$ cat config.mk
export PLATFORM = sky130hd
export DESIGN_NAME = cop_perf_counters
export DESIGN_NICKNAME = d
export VERILOG_FILES = /design/src/rtl/cop_perf_counters.sv
export SDC_FILE = /design/constraint.sdc
export NUM_CORES = 1
export LEC_CHECK = 0
export CELL_PAD_IN_SITES_DETAIL_PLACEMENT = 1
export CELL_PAD_IN_SITES_GLOBAL_PLACEMENT = 1
export CORE_ASPECT_RATIO = 1.5
export CORE_MARGIN = 1
export CORE_UTILIZATION = 45
export DETAILED_ROUTE_END_ITERATION = 10
export PLACE_DENSITY = 0.84
export REMOVE_ABC_BUFFERS = 1
export SYNTH_ARGS = -nofsm -noshare
export SYNTH_HDL_FRONTEND = slang
export SYNTH_SLANG_ARGS = --single-unit
$ cat constraint.sdc
create_clock -name SYSCLK -period 8.6 [get_ports SYSCLK]
set_input_delay 2.15 -clock SYSCLK [delete_from_list [all_inputs] [get_ports SYSCLK]]
set_output_delay 2.15 -clock SYSCLK [all_outputs]
set_load 0.02 [all_outputs]
$ cat src/rtl/cop_perf_counters.sv
// Coprocessor performance-monitor: NUM_CNT event counters with overflow IRQ and CRD/CWR register access.
// Optional shadow snapshot registers at GEN 16+i are built when COP_PERF_SNAPSHOT_EN is defined.
module cop_perf_counters #(
   parameter int NUM_CNT = 4,
   parameter int CNT_W   = 32
) (
   input  logic        SYSCLK,
   input  logic        RESET,
   input  logic        CNTINST,
   input  logic        CNTIMISS,
   input  logic        CNTISTALL,
   input  logic        CNTDMISS,
   input  logic        CNTDSTALL,
   input  logic        CNTDLOAD,
   input  logic        CNTDSTORE,
   input  logic [4:0]  CRDADDR,
   input  logic        CRDGEN,
   input  logic        CRDCON,
   output logic [31:0] CRDDATA,
   input  logic [4:0]  CWRADDR,
   input  logic        CWRGEN,
   input  logic        CWRCON,
   input  logic [31:0] CWRDATA,
   output logic        CPINT
);

   localparam logic [CNT_W-1:0] CNT_MAX = '1;

   logic                 gen_q, gen_d;
   logic                 sat_q, sat_d;
   logic [NUM_CNT-1:0]   irqen_q, irqen_d;
   logic [NUM_CNT-1:0]   ovf_q, ovf_d;
   logic [4*NUM_CNT-1:0] sel_q, sel_d;
   logic [CNT_W-1:0]     cnt_q [NUM_CNT];
   logic [CNT_W-1:0]     cnt_d [NUM_CNT];
   logic                 cpint_q, cpint_d;

   logic [15:0]          ev;
   logic [NUM_CNT-1:0]   inc;
   logic [NUM_CNT-1:0]   gen_hit;
   logic [NUM_CNT-1:0]   gen_blk;
   logic                 wr_ctrl, wr_stat, wr_sel;
   logic [31:0]          rd_data;

   // Event code table: 0 off, 1..7 strobes, 8 every cycle, 9..15 off.
   assign ev = {7'b0, 1'b1, CNTDSTORE, CNTDLOAD, CNTDSTALL, CNTDMISS,
                CNTISTALL, CNTIMISS, CNTINST, 1'b0};

   assign wr_ctrl = CWRCON && (CWRADDR == 5'd0);
   assign wr_stat = CWRCON && (CWRADDR == 5'd1);
   assign wr_sel  = CWRCON && (CWRADDR == 5'd2);

   always_comb begin
      inc     = '0;
      gen_hit = '0;
      gen_blk = '0;
      for (int i = 0; i < NUM_CNT; i++) begin
         inc[i]     = gen_q && ev[sel_q[4*i +: 4]];
         // Any GEN write aimed at a counter drops its increment, even when CON wins the write.
         gen_blk[i] = CWRGEN && (CWRADDR == 5'(i));
         gen_hit[i] = gen_blk[i] && !CWRCON;
      end
   end

   always_comb begin
      gen_d   = gen_q;
      sat_d   = sat_q;
      irqen_d = irqen_q;
      sel_d   = sel_q;
      ovf_d   = ovf_q;
      cpint_d = |(ovf_q & irqen_q);
      if (wr_ctrl) begin
         gen_d   = CWRDATA[0];
         sat_d   = CWRDATA[1];
         irqen_d = CWRDATA[8 +: NUM_CNT];
      end
      if (wr_sel) begin
         sel_d = CWRDATA[4*NUM_CNT-1:0];
      end
      if (wr_stat) begin
         ovf_d = ovf_q & ~CWRDATA[NUM_CNT-1:0];
      end
      for (int i = 0; i < NUM_CNT; i++) begin
         cnt_d[i] = cnt_q[i];
         if (gen_hit[i]) begin
            cnt_d[i] = CWRDATA[CNT_W-1:0];
         end else if (inc[i] && !gen_blk[i]) begin
            // Overflow sets after the W1C clear so a same-cycle set wins.
            if (cnt_q[i] == CNT_MAX) begin
               ovf_d[i] = 1'b1;
               cnt_d[i] = sat_q ? CNT_MAX : '0;
            end else begin
               cnt_d[i] = cnt_q[i] + CNT_W'(1);
            end
         end
      end
   end

   always_ff @(posedge SYSCLK) begin
      if (RESET) begin
         gen_q   <= 1'b0;
         sat_q   <= 1'b0;
         irqen_q <= '0;
         sel_q   <= '0;
         ovf_q   <= '0;
         cpint_q <= 1'b0;
         for (int i = 0; i < NUM_CNT; i++) cnt_q[i] <= '0;
      end else begin
         gen_q   <= gen_d;
         sat_q   <= sat_d;
         irqen_q <= irqen_d;
         sel_q   <= sel_d;
         ovf_q   <= ovf_d;
         cpint_q <= cpint_d;
         for (int i = 0; i < NUM_CNT; i++) cnt_q[i] <= cnt_d[i];
      end
   end

`ifdef COP_PERF_SNAPSHOT_EN
   logic [CNT_W-1:0] snap_q [NUM_CNT];

   always_ff @(posedge SYSCLK) begin
      if (RESET) begin
         for (int i = 0; i < NUM_CNT; i++) snap_q[i] <= '0;
      end else if (wr_ctrl && CWRDATA[2]) begin
         for (int i = 0; i < NUM_CNT; i++) snap_q[i] <= cnt_q[i];
      end
   end
`endif

   always_comb begin
      rd_data = '0;
      if (CRDCON) begin
         case (CRDADDR)
            5'd0: begin
               rd_data[0]           = gen_q;
               rd_data[1]           = sat_q;
               rd_data[8 +: NUM_CNT] = irqen_q;
            end
            5'd1:    rd_data[NUM_CNT-1:0]   = ovf_q;
            5'd2:    rd_data[4*NUM_CNT-1:0] = sel_q;
            default: rd_data = '0;
         endcase
      end else if (CRDGEN) begin
         for (int i = 0; i < NUM_CNT; i++) begin
            if (CRDADDR == 5'(i)) rd_data[CNT_W-1:0] = cnt_q[i];
`ifdef COP_PERF_SNAPSHOT_EN
            if (CRDADDR == 5'(16 + i)) rd_data[CNT_W-1:0] = snap_q[i];
`endif
         end
      end
   end

   assign CRDDATA = rd_data;
   assign CPINT   = cpint_q;

endmodule

**Register map, names as in the netlist**

The bar under the picture is 50 um long. Other sequential cells in the stronger gray, the rest of the logic in the fainter gray.
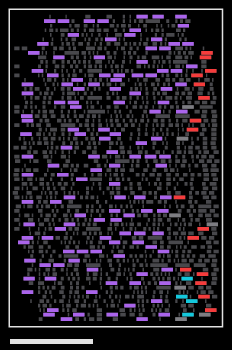
signal	color	flops
`irqen_q`	cyan	4
`cnt_q`	purple	128
`sel_q`	red	16
not colored	7

**Close-up of the layout**

Region (81, 33) to (111, 63) um. Cells in gray, sequential cells in the stronger gray; small squares are vias.
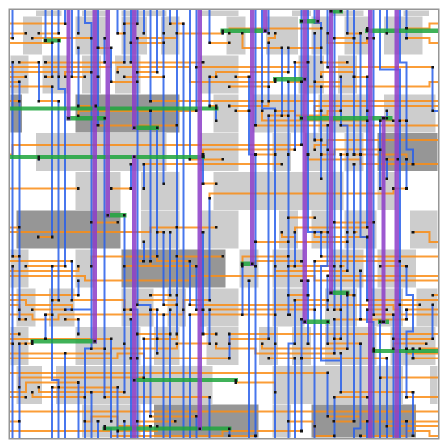
layer	color
M1	orange
M4	purple
M3	green
M2	blue
sequential cells in the window	6
cells with their middle in the window	69
netlist names of flops here include	`cnt_q` (4), `sel_q` (2)
most frequent	nor2_1 (12), nand2_1 (7), dfxtp_1 (6)

**Clock network drawn from the DEF**

The bar under the picture is 50 um long.
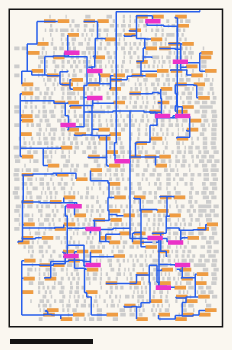
[flip-flops] orange | count: 155
[clock-net drivers] magenta | count: 17
[clock wires] blue | length: 2390 um
routed clock nets	18

==> reports/metrics.csv <==
stage,metric,value,unit
clock_tree,count of hold-fix buffers inserted at cts,0,
yosys,adder share,0.470,%
flow_run,Max Cap Violations,0,
yosys,# Cells Yosys,1438,
clock_tree,H-tree depth,4,
global_route,Overall Global Routing Usage,39.2,%
detailed_routing,post-route ant nets,0,
yosys,largest area contributor in the netlist,dfxtp_1,
cells_and_area,"commonest cells after routing, fill and taps aside","nor2_1 (189), dfxtp_1 (155), nand2_1 (99), a21oi_1 (91), clkdlybuf4s50_1 (85)",
global_route,busiest grt layer,met2,
floorplanning,row count,68,
global_route,GRT Residual Overflow,0,
yosys,Synth flops,155,
yosys,Multiplexer share,3.67,%
placement,post-detail-place hpwl,33900,um
timing,worst hold slack,0.528,ns
cells_and_area,Non-clock buffers,108,
timing,setup violators final,0,
cells_and_area,flop share of the area,25.5,%
detailed_routing,wire per inst,26.7,um
yosys,Synth Instances,1438,
yosys,Top area cell types,"dfxtp_1 (29%), nor2_1 (6.7%), a21oi_1 (4.3%)",
critical_path,required time of the critical path,6.45,ns
global_route,Global Route met3 Usage,5.53,%
floorplanning,die width,128,um
cells_and_area,final net count,1503,
yosys,"Compound Share, Synth",28.6,%
yosys,number of enable flip-flop cells,0,
critical_path,worst-path fanout max,51,
yosys,Dominant flop cell,dfxtp_1,
yosys,Synth top cell by count,nor2_1,
timing,final hold vios,0,
floorplanning,full die area,0.0243,mm^2
critical_path,CP Buf/Inv Count,4,
detailed_routing,met3 wire len,3270,um
yosys,Syn Area/Cell,7.40,um^2
floorplanning,# Taps,315,
placement,IO Port Bufs,87,
cells_and_area,storage element area,0.00310,mm^2
clock_tree,CTS root buffer,clkbuf_16,
clock_tree,post-CTS resize count,0,
global_route,antenna violations before repair,1,
global_route,vias in the first global route,12100,
timing,Post-Route Skew,0.0137,ns
global_route,met2 GRT Util,63.4,%
critical_path,Crit. End Element,output pin,
detailed_routing,DRC,0,
cells_and_area,post-route insts no fill,1772,
critical_path,CP startpoint kind,primary input,
floorplanning,FP Util,46.0,%
timing,Achievable Freq,143,MHz
placement,Post-DP Area,0.0116,mm^2
yosys,Yosys top cell area share,29.2,%
cells_and_area,Top class by area,logic gates,
critical_path,worst path cell trace,"clkdlybuf4s50_1, nor4_2, buf_4, nor2b_1, buf_4, a222oi_1, nor2_1, clkdlybuf4s50_1",
floorplanning,core outline area,0.0231,mm^2
timing,Max Transition Viols Final,0,
clock_tree,"CTS clk-pin slew, worst paths",0.06,ns
detailed_routing,1st-iter DRT viols,1119,
yosys,Synth top cells by count,"nor2_1 (191), dfxtp_1 (155), nand2_1 (99)",
flow_run,total tool warning count,25,
cells_and_area,design area,0.0122,mm^2
critical_path,"slowest stage delay, CP",0.65,ns
global_route,largest net degree at the start of global routing,76,
clock_tree,TritonCTS buffer count,17,
yosys,synth warn,0,
yosys,"Simple Share, Synth",30.3,%
status,status,"finished, final reports clean",
yosys,Top logic family,simple AND/OR/NAND/NOR gates,
timing,fin crit share,81.6,%
cells_and_area,Multi-In Gates,1136,
cells_and_area,clkbuf count,21,
timing,setup_tns,0,ns
power_and_ir_drop,Final Total Pwr,0.00163,W
yosys,synth unique cells,79,
floorplanning,# IOs,88,
## state kept, by name, summed over array words and instances, names as in the netlist
signal	cells
cnt_q	128
sel_q	16
irqen_q	4
gen_q	1
CPINT	1
sat_q	1
ovf_q	4
## power by group
group          switching, W  leakage [nW]  internal (W)  total (W)
sequential       0.00000935          1.25      0.000723   0.000732
clock              0.000337         0.275      0.000441   0.000779
combinational     0.0000818          2.37     0.0000423   0.000124
total              0.000429          3.89       0.00121    0.00163
## final timing paths
path / start / slack [ns] / endpoint / depth (start not counted)
hold / removal: irqen_q[3] / 0.53 / irqen_q[3] / 2
hold reg to reg: irqen_q[3] / 0.53 / irqen_q[3] / 2
setup / recovery: CRDADDR[1] / 1.59 / CRDDATA[28] / 8
setup reg to reg: cnt_q[3][16] / 4.74 / cnt_q[3][29] / 7
Power figures rest on the tool's default switching activity, not on a simulated workload.
